[src/rtl/state_machine_sel4.sv]
// Purpose : 4-state Moore mode selector. The next state comes from a priority encode of
//           request inputs a3 > a2 > a1 > a0, qualified by en.
// Latency : 1 clock from the sampled en/a inputs to state/y1/y0. Outputs are driven
//           only by the state register.
// Backpressure: none. en=0 or no asserted request holds the current state.
//
// Ports:
//   clk        rising-edge clock
//   rst        synchronous active-high reset (forces S0, overrides en and all requests)
//   en         state-update enable (0 = hold)
//   a0..a3     requests for S0..S3
//   y1, y0     binary-encoded current state (registered)
//   state      current state register {y1,y0}
//   err        (only when STATE_MACHINE_ONEHOT_CHK_EN is defined) registered one-cycle
//              flag for an enabled edge that sees more than one request; that edge holds
//              the state
//
// Build option: STATE_MACHINE_ONEHOT_CHK_EN adds the one-hot request check and the err port.
module state_machine_sel4 (
    input  logic       clk,
    input  logic       rst,
    input  logic       en,
    input  logic       a0,
    input  logic       a1,
    input  logic       a2,
    input  logic       a3,
    output logic       y0,
    output logic       y1,
    output logic [1:0] state
`ifdef STATE_MACHINE_ONEHOT_CHK_EN
    ,
    output logic       err
`endif
);

    typedef enum logic [1:0] {
        S0 = 2'b00,
        S1 = 2'b01,
        S2 = 2'b10,
        S3 = 2'b11
    } state_t;

    state_t state_q;
    state_t state_d;

    // Priority-encoded request: req_vld says some request is asserted, and req_tgt is
    // the winning state.
    logic   req_vld;
    state_t req_tgt;

    // More than one request asserted at the same time.
    logic   req_multi;

    always_comb begin
        req_vld = a0 | a1 | a2 | a3;
        req_tgt = S0;
        if (a3) begin
            req_tgt = S3;
        end else if (a2) begin
            req_tgt = S2;
        end else if (a1) begin
            req_tgt = S1;
        end else begin
            req_tgt = S0;
        end
        req_multi = (a0 & a1) | (a0 & a2) | (a0 & a3)
                  | (a1 & a2) | (a1 & a3) | (a2 & a3);
    end

`ifdef STATE_MACHINE_ONEHOT_CHK_EN
    // With the check enabled, a multi-request edge is not a legal move. It freezes the
    // state and raises err, so the winner is never taken.
    logic take;
    assign take = en & req_vld & ~req_multi;
`else
    logic take;
    assign take = en & req_vld;
`endif

    // Next-state logic. Every state can move to any other state. The case on state_q
    // keeps a per-state arm so that a later state-specific rule has an obvious home.
    always_comb begin
        state_d = state_q;
        unique case (state_q)
            S0: if (take) state_d = req_tgt;
            S1: if (take) state_d = req_tgt;
            S2: if (take) state_d = req_tgt;
            S3: if (take) state_d = req_tgt;
            default: state_d = S0;
        endcase
    end

    always_ff @(posedge clk) begin
        if (rst) begin
            state_q <= S0;
        end else begin
            state_q <= state_d;
        end
    end

`ifdef STATE_MACHINE_ONEHOT_CHK_EN
    logic err_q;
    logic err_d;

    // err is raised only on an enabled edge. With en=0 the request lines are ignored.
    always_comb begin
        err_d = en & req_multi;
    end

    always_ff @(posedge clk) begin
        if (rst) begin
            err_q <= 1'b0;
        end else begin
            err_q <= err_d;
        end
    end

    assign err = err_q;
`else
    // req_multi only matters to the one-hot check.
    logic unused_multi;
    assign unused_multi = req_multi;
`endif

    assign state = state_q;
    assign y1    = state_q[1];
    assign y0    = state_q[0];

endmodule

[config.mk]
export PLATFORM = sky130hd
export DESIGN_NAME = state_machine_sel4
export DESIGN_NICKNAME = d
export VERILOG_FILES = /design/src/rtl/state_machine_sel4.sv
export SDC_FILE = /design/constraint.sdc
export NUM_CORES = 1
export LEC_CHECK = 0
export ABC_CLOCK_PERIOD_IN_PS = 2400
export CORE_AREA = 2 2 39 41
export DETAILED_ROUTE_END_ITERATION = 8
export DIE_AREA = 0 0 41 43
export PLACE_DENSITY = 0.42
export SYNTH_ARGS = -nofsm -noshare
export SYNTH_HDL_FRONTEND = slang
export SYNTH_SLANG_ARGS = --single-unit
export TNS_END_PERCENT = 10
[constraint.sdc]
create_clock -name clk -period 2.4 [get_ports clk]
set_input_delay 0.36 -clock clk [delete_from_list [all_inputs] [get_ports clk]]
set_output_delay 0.36 -clock clk [all_outputs]
set_load 0.02 [all_outputs]
**Run 1: placement by cell class**

Bar = 10 µm.
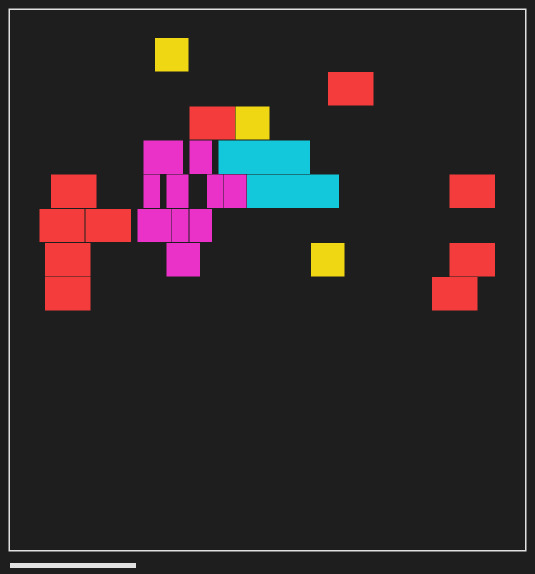
| color | class | cells |
|---|---|---|
| red | other buffers and delay cells | 10 |
| cyan | flip-flops | 2 |
| magenta | all other logic | 10 |
| yellow | cells driving clock nets | 3 |

**Run 1: clock wires, drivers and flops**

Bar = 10 µm.
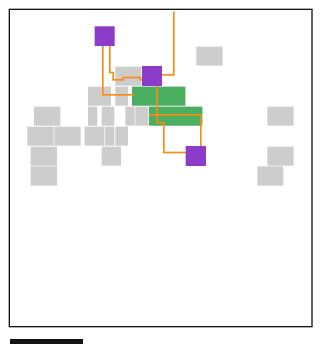
[green] flip-flops | count: 2
[orange] clock wires | length: 64.3 µm
[purple] cells driving clock nets | count: 3
routed clock nets: 4

**Run 1: the metal 1 layer**

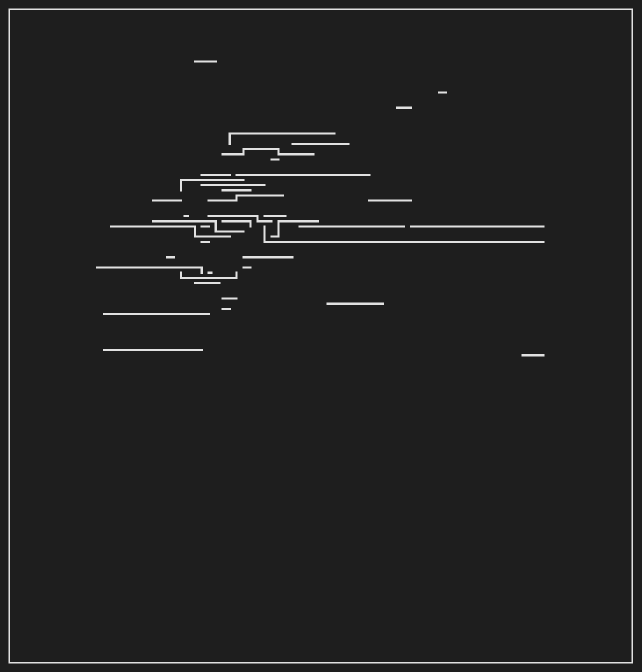
longest straight run: 18.4 µm
wire length on this layer: 153 µm
nets with wire on the layer: 24

**Run 1: floorplan with the power grid**

Pins as bars on the die edge. Tap cells in gray.
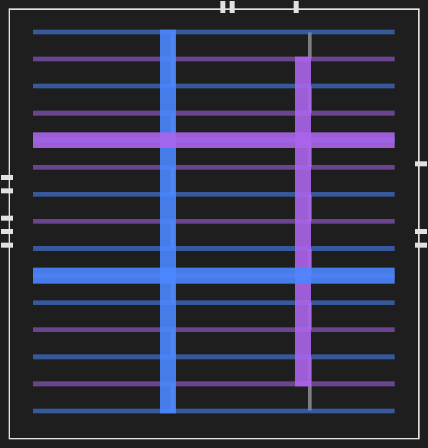
| color | net |
|---|---|
| purple | VDD |
| blue | VSS |
tap cells: 16
signal pins: 11
die boundary width: 41 µm
floorplan die height: 43 µm

==> GITHUB_STEP_SUMMARY, run 1 <==
## PnR job results

| Metric | Value |
|---|---|
| Global-route wire length before repair | 614 µm |
| Type of origin of the critical path | flop |
| Antenna violations before repair | 0 |
| Yosys warns | 0 |
| Met1 Track Usage GR | 6.390% |
| Global routing usage summed across all routing layers | 5.912% |
| Number of buffers between clock root and the deepest sink | 2 |
| Final design area excluding fillers | 237.7 µm² |
| Reg clk slew, reported paths | 30 ps |
| TritonCTS clock tree | built |
| Number of remaining DRC errors | 0 |
| Setup-failing EPs final | 0 |
| Grt total ovfl | 0 |
| Dominant delay contributor by cell family on the critical path | buffers and inverters |
| Sort of element at the end of the critical path | primary output |
| Chip footprint | 0.001763 mm² |
| Cell chosen for the clock root | clkbuf_4 |
| Critical path peak fanout | 3 |
| Unrepaired setup endpoints after global routing | false |
| Class of the tightest hold or removal check | reg -> reg |
| OpenROAD warnings | 26 |
| Pin slew with the least headroom to its limit | 209.3 ps |
| Final Net Count | 34 |
| Fraction of final layout cells sized beyond drive strength 1 | 12.00% |
| Core utilization at floorplan | 7.957% |
| Part of the Yosys area used for sequential elements | 36.36% |
| Buffers added on ports | 10 |
| Post-synth regs | 2 |
| I/O pin count | 11 |
| Achievable clock frequency | 645.3 MHz |
| Critical path data required time | 2040 ps |
| Average cell area after synthesis | 7.865 µm² |
| First-pass detailed-route iteration total | 3 |
| # fillers | 152 |
| Post-synth mux share | 0% |
| Number of levels the H-tree was split into | 1 |
| Number of cell rows | 14 |
| Final Slew Violations | 0 |
| Number of buffers added by the clock tree synthesis step | 3 |
| Routed wire length per instance | 7.488 µm |
| Power density over the cells | 617.0 mW/mm² |
| Number of global-route vias before repair | 138 |
| Yosys adder share | 0% |
| Max rail drop VDD | 0.1361 mV |
| Area of combinational cells with multiple inputs | 47.55 µm² |
| DP Wirelength | 246.2 µm |
| Synth Cell Area | 110.1 µm² |
| CP Buf/Inv Count | 1 |
| Worst-case clock skew | 0 ps |
| Dominant logic cell type in the layout | clkdlybuf4s50_1 |
| Core Footprint | 0.001384 mm² |
| Largest stage delay, worst path | 610 ps |
| Dominant comb cell | AND-OR/OR-AND gates |
| WP data arrival | 1190 ps |
| Worst-case register-to-register setup slack | 1670 ps |
| Fraction of met3 tracks used by global routing | 6.283% |
| Max-Slew Margin vs Limit | 86.00% |
| Synthesized netlist net count | 21 |
| Syn Inst Count | 14 |
| Endpoints failing hold | 0 |
| Via density per instance | 3.366 |
| Fraction of the mapped netlist area in compound gates | 32.95% |
| Register cell area after layout | 40.04 µm² |
| Most frequently placed logic cells in the final layout | clkdlybuf4s50_1 (10), clkbuf_4 (3), a21oi_1 (2), inv_1 (2), dfxtp_1 (2) |
| Sinks on Clock Net | 2 |
| Number of flip-flops under the largest register name | 2 |
| Hold bufs inserted after CTS | 0 |
| Run status | complete, no violations |
| Utilization after layout | 17.18% |
| Minimum clock period after layout | 1550 ps |
| Leakage power summed over all cells | 0.09367 nW |
| Detailed Route Iter0 Violations | 7 |
| Number of vias after detailed routing | 138 |
| CP max stage cell | clkdlybuf4s50_1 |
| Library cells used by synthesis | 10 |
| Pin count of the biggest net entering global routing | 5 |
| Wire length reported by the detailed router | 307 µm |
| Cells along the critical path | clkdlybuf4s50_1 |
| Kind of critical path | reg -> out |
| Antenna-violating nets left | 0 |
| Synthesis-to-layout area growth | 115.9% |
| Postcts setup bufs | 0 |
| Number of antenna cells inserted | 0 |
| XORs/XNORs by Area | 0% |
| Routability cong. | 0.6836 |
| Global routing's busiest layer | met1 |
| Post-place instance area | 215.2 µm² |
| Final-layout setup total negative slack | 0 ps |
| Largest area contributor in the synthesized netlist | dfxtp_1 |
| Yosys stat cell total | 14 |
| Fraction of synthesized cell area taken by the top area cell type | 36.36% |
| Total cell area reported by yosys after synthesis | 110.1 µm² |
| Simple-gate share of the synthesized area | 10.23% |
| Number of resized instances in the post-cts repair step | 0 |
| Later-pin clock latency in the skew report | 220 ps |
| Top post-synthesis cells by area | dfxtp_1 (36%), buf_4 (14%), a21oi_1 (9.1%) |
| Final clock period utilization by the worst path | 64.57% |
| Max-cap violations | 0 |
| Global-route track usage on met2 | 5.625% |
## run 1: per-stage QoR
step | hold slack (ps) | total power [mW] | cells | setup slack, ps
after floorplan | 429.1 | 0.05325 | 14 | 1217
final | 477.8 | 0.1467 | 41 | 850.4
after detailed placement | 472.6 | 0.07252 | 38 | 725.2
after global routing | 507.5 | 0.1629 | 41 | 769.4
after global placement | 464.5 | 0.07201 | 38 | 757.2
after CTS | 478.2 | 0.1527 | 41 | 830.5
## run 1: metal layers
metal | vias to the layer above | wire length (µm)
li1 | 72 | -
met1 | 58 | 153
met2 | 8 | 130
met3 | 0 | 23
met4 | 0 | 0
met5 | - | 0
## run 1: path summary, 6_finish.rpt
check,startpoint,cells past startpoint,endpoint
setup reg to reg,state[0]$_SDFFE_PP0P_,2,state[0]$_SDFFE_PP0P_
hold / removal,state[1]$_SDFFE_PP0P_,2,state[1]$_SDFFE_PP0P_
hold reg to reg,state[1]$_SDFFE_PP0P_,2,state[1]$_SDFFE_PP0P_
setup / recovery,state[0]$_SDFFE_PP0P_,1,y0
## run 1: power by group
part / internal [mW] / switching [mW] / leakage (nW) / total, mW
Sequential: 0.0361 / 0.00218 / 0.0167 / 0.0383
Combinational: 0.0198 / 0.0137 / 0.0632 / 0.0335
Clock: 0.0552 / 0.0197 / 0.0138 / 0.0749
Total: 0.111 / 0.0355 / 0.0937 / 0.147
## run 1: cell usage after synthesis (all sizes together)
cell,n
a21o,1
a21oi,2
a311oi,1
buf,2
dfxtp,2
inv,2
nand2,1
o21ai,2
or4,1
## run 1: final cells by class
type / count / area share [%]
Sequential cell: 2 / 16.84
Timing Repair Buffer: 10 / 42.11
Multi-Input combinational cell: 8 / 20.00
Clock buffer: 3 / 9.474
Tap cell: 16 / 8.421
Inverter: 2 / 3.158
## run 1: cell families after synthesis
kind of cell,Yosys count
compound gates,6
simple gates,2
flops,2
buf+inv,4
==> inputs of run 2 (changes only) <==
- ABC_CLOCK_PERIOD_IN_PS: 2400 -> 1410
- PLACE_DENSITY: 0.42 -> 0.43
- clock period: 2.4 -> 1.41 ns (I/O delays scaled with it)
**Run 2: the metal 1 layer**

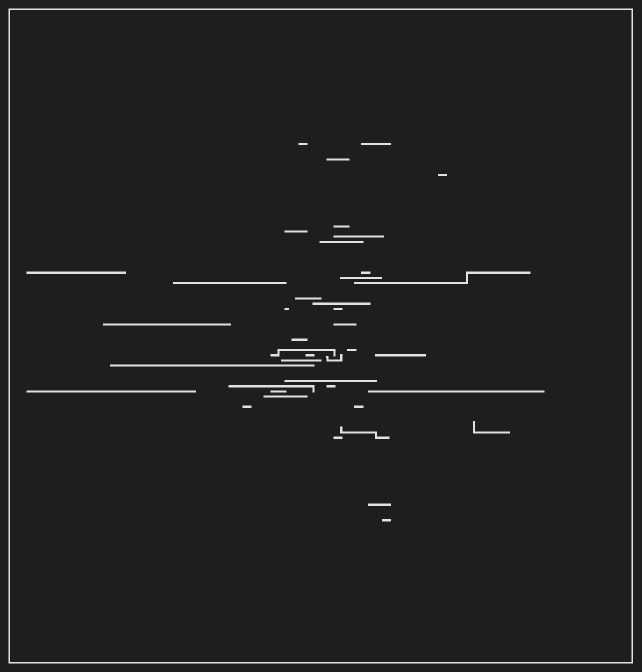
main direction: horizontal
share of all routed wire: 39%
longest straight run: 13.3 µm
met1 Track Usage GR: 4.140%
wire length reported by the detailed router: 336 µm

==> run 2 against run 1 <==
Against the previous run: via count is 0.72% higher; final area is 4.7% higher; worst hold slack worse by 17 ps; critical path type unchanged; synthesized area stayed put; first-iteration DRC count is 86% lower.
==> GITHUB_STEP_SUMMARY, run 2 <==
## PnR job results

| Metric | Value |
|---|---|
| Fraction of final layout cells sized beyond drive strength 1 | 15.38% (+3.4 points) |
| Final clock period utilization by the worst path | 96.73% |
| Number of global-route vias before repair | 146 (+5.8%) |
| I/O pin count | 11 (unchanged) |
| Ys async rst share | 0% (unchanged) |
| Hold bufs inserted after CTS | 0 (unchanged) |
| Routed wire length per instance | 8.000 µm (+6.8%) |
| Chip footprint | 0.001763 mm² (unchanged) |
| Grt total ovfl | 0 (unchanged) |
| Final-layout setup total negative slack | 0 ps (unchanged) |
| Buffers added on ports | 10 (unchanged) |
| Minimum clock period after layout | 1364 ps |
| Max-Slew Margin vs Limit | 85.04% (-0.96 points) |
| Number of cells in the finished layout apart from fillers | 42 (+2.4%) |
| Dominant logic cell type in the layout | clkdlybuf4s50_1 |
| Type of origin of the critical path | flop |
| Max rail drop VDD | 0.1308 mV (-3.9%) |
| Critical path peak fanout | 3 (unchanged) |
| WP data arrival | 1150 ps (-40 ps) |
| Yosys warns | 0 (unchanged) |
| Number of flip-flops under the largest register name | 2 (unchanged) |
| Cell count after placement | 39 (+2.6%) |
| Syn Inst Count | 14 (unchanged) |
| Number of antenna cells inserted | 0 (unchanged) |
| Sort of element at the end of the critical path | primary output |
| Pin slew with the least headroom to its limit | 224.0 ps (+14.66 ps) |
| Detailed Route Iter0 Violations | 1 (-6) |
| Sinks on Clock Net | 2 (unchanged) |
| Core Footprint | 0.001384 mm² (unchanged) |
| Final design area excluding fillers | 249.0 µm² (+4.7%) |
| Number of vias after detailed routing | 139 (+0.72%) |
| Most frequently placed logic cells in the final layout | clkdlybuf4s50_1 (7), clkbuf_4 (3) |
| Total cell area reported by yosys after synthesis | 110.1 µm² (unchanged) |
| Fraction of synthesized cell area taken by the top area cell type | 36.36% (unchanged) |
| Utilization after layout | 17.99% (+0.81 points) |
| CP Buf/Inv Count | 1 (unchanged) |
| CP max stage cell | clkdlybuf4s50_1 |
| Count of flip-flops with a built-in enable after synthesis | 0 (unchanged) |
| Part of the Yosys area used for sequential elements | 36.36% (unchanged) |
| Reg clk slew, reported paths | 30 ps (about the same) |
| Via density per instance | 3.310 (-1.7%) |
| Average cell area after synthesis | 7.865 µm² (unchanged) |
| Routability cong. | 0.6058 (-11%) |
| First-pass detailed-route iteration total | 2 (-1) |
| Postcts setup bufs | 0 (unchanged) |
| Endpoints failing hold | 0 (unchanged) |
| Antenna-violating nets left | 0 (unchanged) |
| OpenROAD warnings | 26 (unchanged) |
| Max-cap violations | 0 (unchanged) |
| Power density over the cells | 984.3 mW/mm² (+60%) |
| Top post-synthesis cells by area | dfxtp_1 (36%), buf_4 (14%), a21oi_1 (9.1%) |
| Post-synth regs | 2 (unchanged) |
| Total Power | 0.2451 mW (+67%) |
| Number of remaining DRC errors | 0 (unchanged) |
| Worst-case clock skew | 0 ps (unchanged) |
| Floorplan die height | 43 µm (unchanged) |
| Global-route wire length before repair | 489 µm (-20%) |
| Number of cell rows | 14 (unchanged) |
| Cells along the critical path | clkdlybuf4s50_1 |
| Synth top cells by count | a21oi_1 (2), buf_4 (2), dfxtp_1 (2), inv_1 (2) |
| Number of buffers added by the clock tree synthesis step | 3 (unchanged) |
| Pin count of the biggest net entering global routing | 5 (unchanged) |
| Die boundary width | 41 µm (unchanged) |
| Cell chosen for the clock root | clkbuf_4 |
| Largest stage delay, worst path | 600 ps (about the same) |
| Post-place instance area | 222.7 µm² (+3.5%) |
| Setup-failing EPs final | 0 (unchanged) |
| Final Slew Violations | 0 (unchanged) |
| Number of levels the H-tree was split into | 1 (unchanged) |
| Run status | complete, no violations |
| Later-pin clock latency in the skew report | 220 ps (about the same) |
| Final Net Count | 35 (+2.9%) |
| Largest area contributor in the synthesized netlist | dfxtp_1 |
| Number of resized instances in the post-cts repair step | 1 (+1) |
| Core utilization at floorplan | 7.957% (unchanged) |
| Achievable clock frequency | 733.2 MHz |
| Yosys stat cell total | 14 (unchanged) |
| Leakage power summed over all cells | 0.1297 nW (+38%) |
| Main flop type after synthesis | dfxtp_1 |
| Critical path data required time | 1200 ps (-840 ps) |
| Global routing usage summed across all routing layers | 4.605% (-1.3 points) |
| Synthesis-to-layout area growth | 126.1% |
| Dominant delay contributor by cell family on the critical path | buffers and inverters |
| Class of the tightest hold or removal check | reg -> reg |
| Unrepaired setup endpoints after global routing | false |
| Synth Cell Area | 110.1 µm² (unchanged) |
| Antenna violations before repair | 0 (unchanged) |
| Kind of critical path | reg -> out |
| Library cells used by synthesis | 10 (unchanged) |
| Synthesized netlist net count | 21 (unchanged) |
| TritonCTS clock tree | built |
| Number of buffers between clock root and the deepest sink | 2 (unchanged) |
-- run 2: cell counts after synthesis --
No cell type changed its count.
-- run 2: report_power, final --
group | switching [mW] | internal [mW] | total [mW]
combinational | 0.0243 | 0.0330 | 0.0573
sequential | 0.00280 | 0.0615 | 0.0643
clock | 0.0298 | 0.0936 | 0.123
total | 0.0569 | 0.188 | 0.245
-- run 2: final timing paths --
path | slack [ps] | startpoint | end | depth (start not counted)
hold / removal | 460 | state[1]$_SDFFE_PP0P_ | state[1]$_SDFFE_PP0P_ | 2
setup reg to reg | 710 | state[0]$_SDFFE_PP0P_ | state[0]$_SDFFE_PP0P_ | 2
setup / recovery | 50 | state[1]$_SDFFE_PP0P_ | state[1] | 1
hold reg to reg | 460 | state[1]$_SDFFE_PP0P_ | state[1]$_SDFFE_PP0P_ | 2
-- run 2: through the flow --
stage,worst slack [ps],hold WS (ps)
6_report,46.07,460.7
5_1_grt,2.348,484.3
4_1_cts,11.94,473.0
3_5_place_dp,-129.8,468.7
3_3_place_gp,-83.21,460.3
2_1_floorplan,375.4,280.6
-- run 2: metal layers --
layer | up-vias | part of all wire, % | global-route usage [%]
met3 | 0 | 10 | 1.571
met1 | 58 | 39 | 4.140
met2 | 8 | 50 | 6.563
met4 | 0 | 0 | 6.000
li1 | 73 | - | -
met5 | - | 0 | 0
-- run 2: logic make-up (layout without fill, tap and decap cells) --
family / Yosys count / count (layout) / synth area share (%)
AOI/OAI and AO/OA: 6 / 6 / 32.95
buffers and inverters: 4 / 16 / 20.45
DFF: 2 / 2 / 36.37
and+or+nand+nor: 2 / 2 / 10.23
-- run 2: layout make-up --
cell class                      count  area [µm²]
Clock buffer                        3       22.52
Fill cell                         157        1135
Inverter                            2       7.507
Multi-Input combinational cell      8       47.55
Sequential cell                     2       40.04
Tap cell                           16       20.02
Timing Repair Buffer               11       111.4
Power figures rest on the tool's default switching activity, not on a simulated workload.
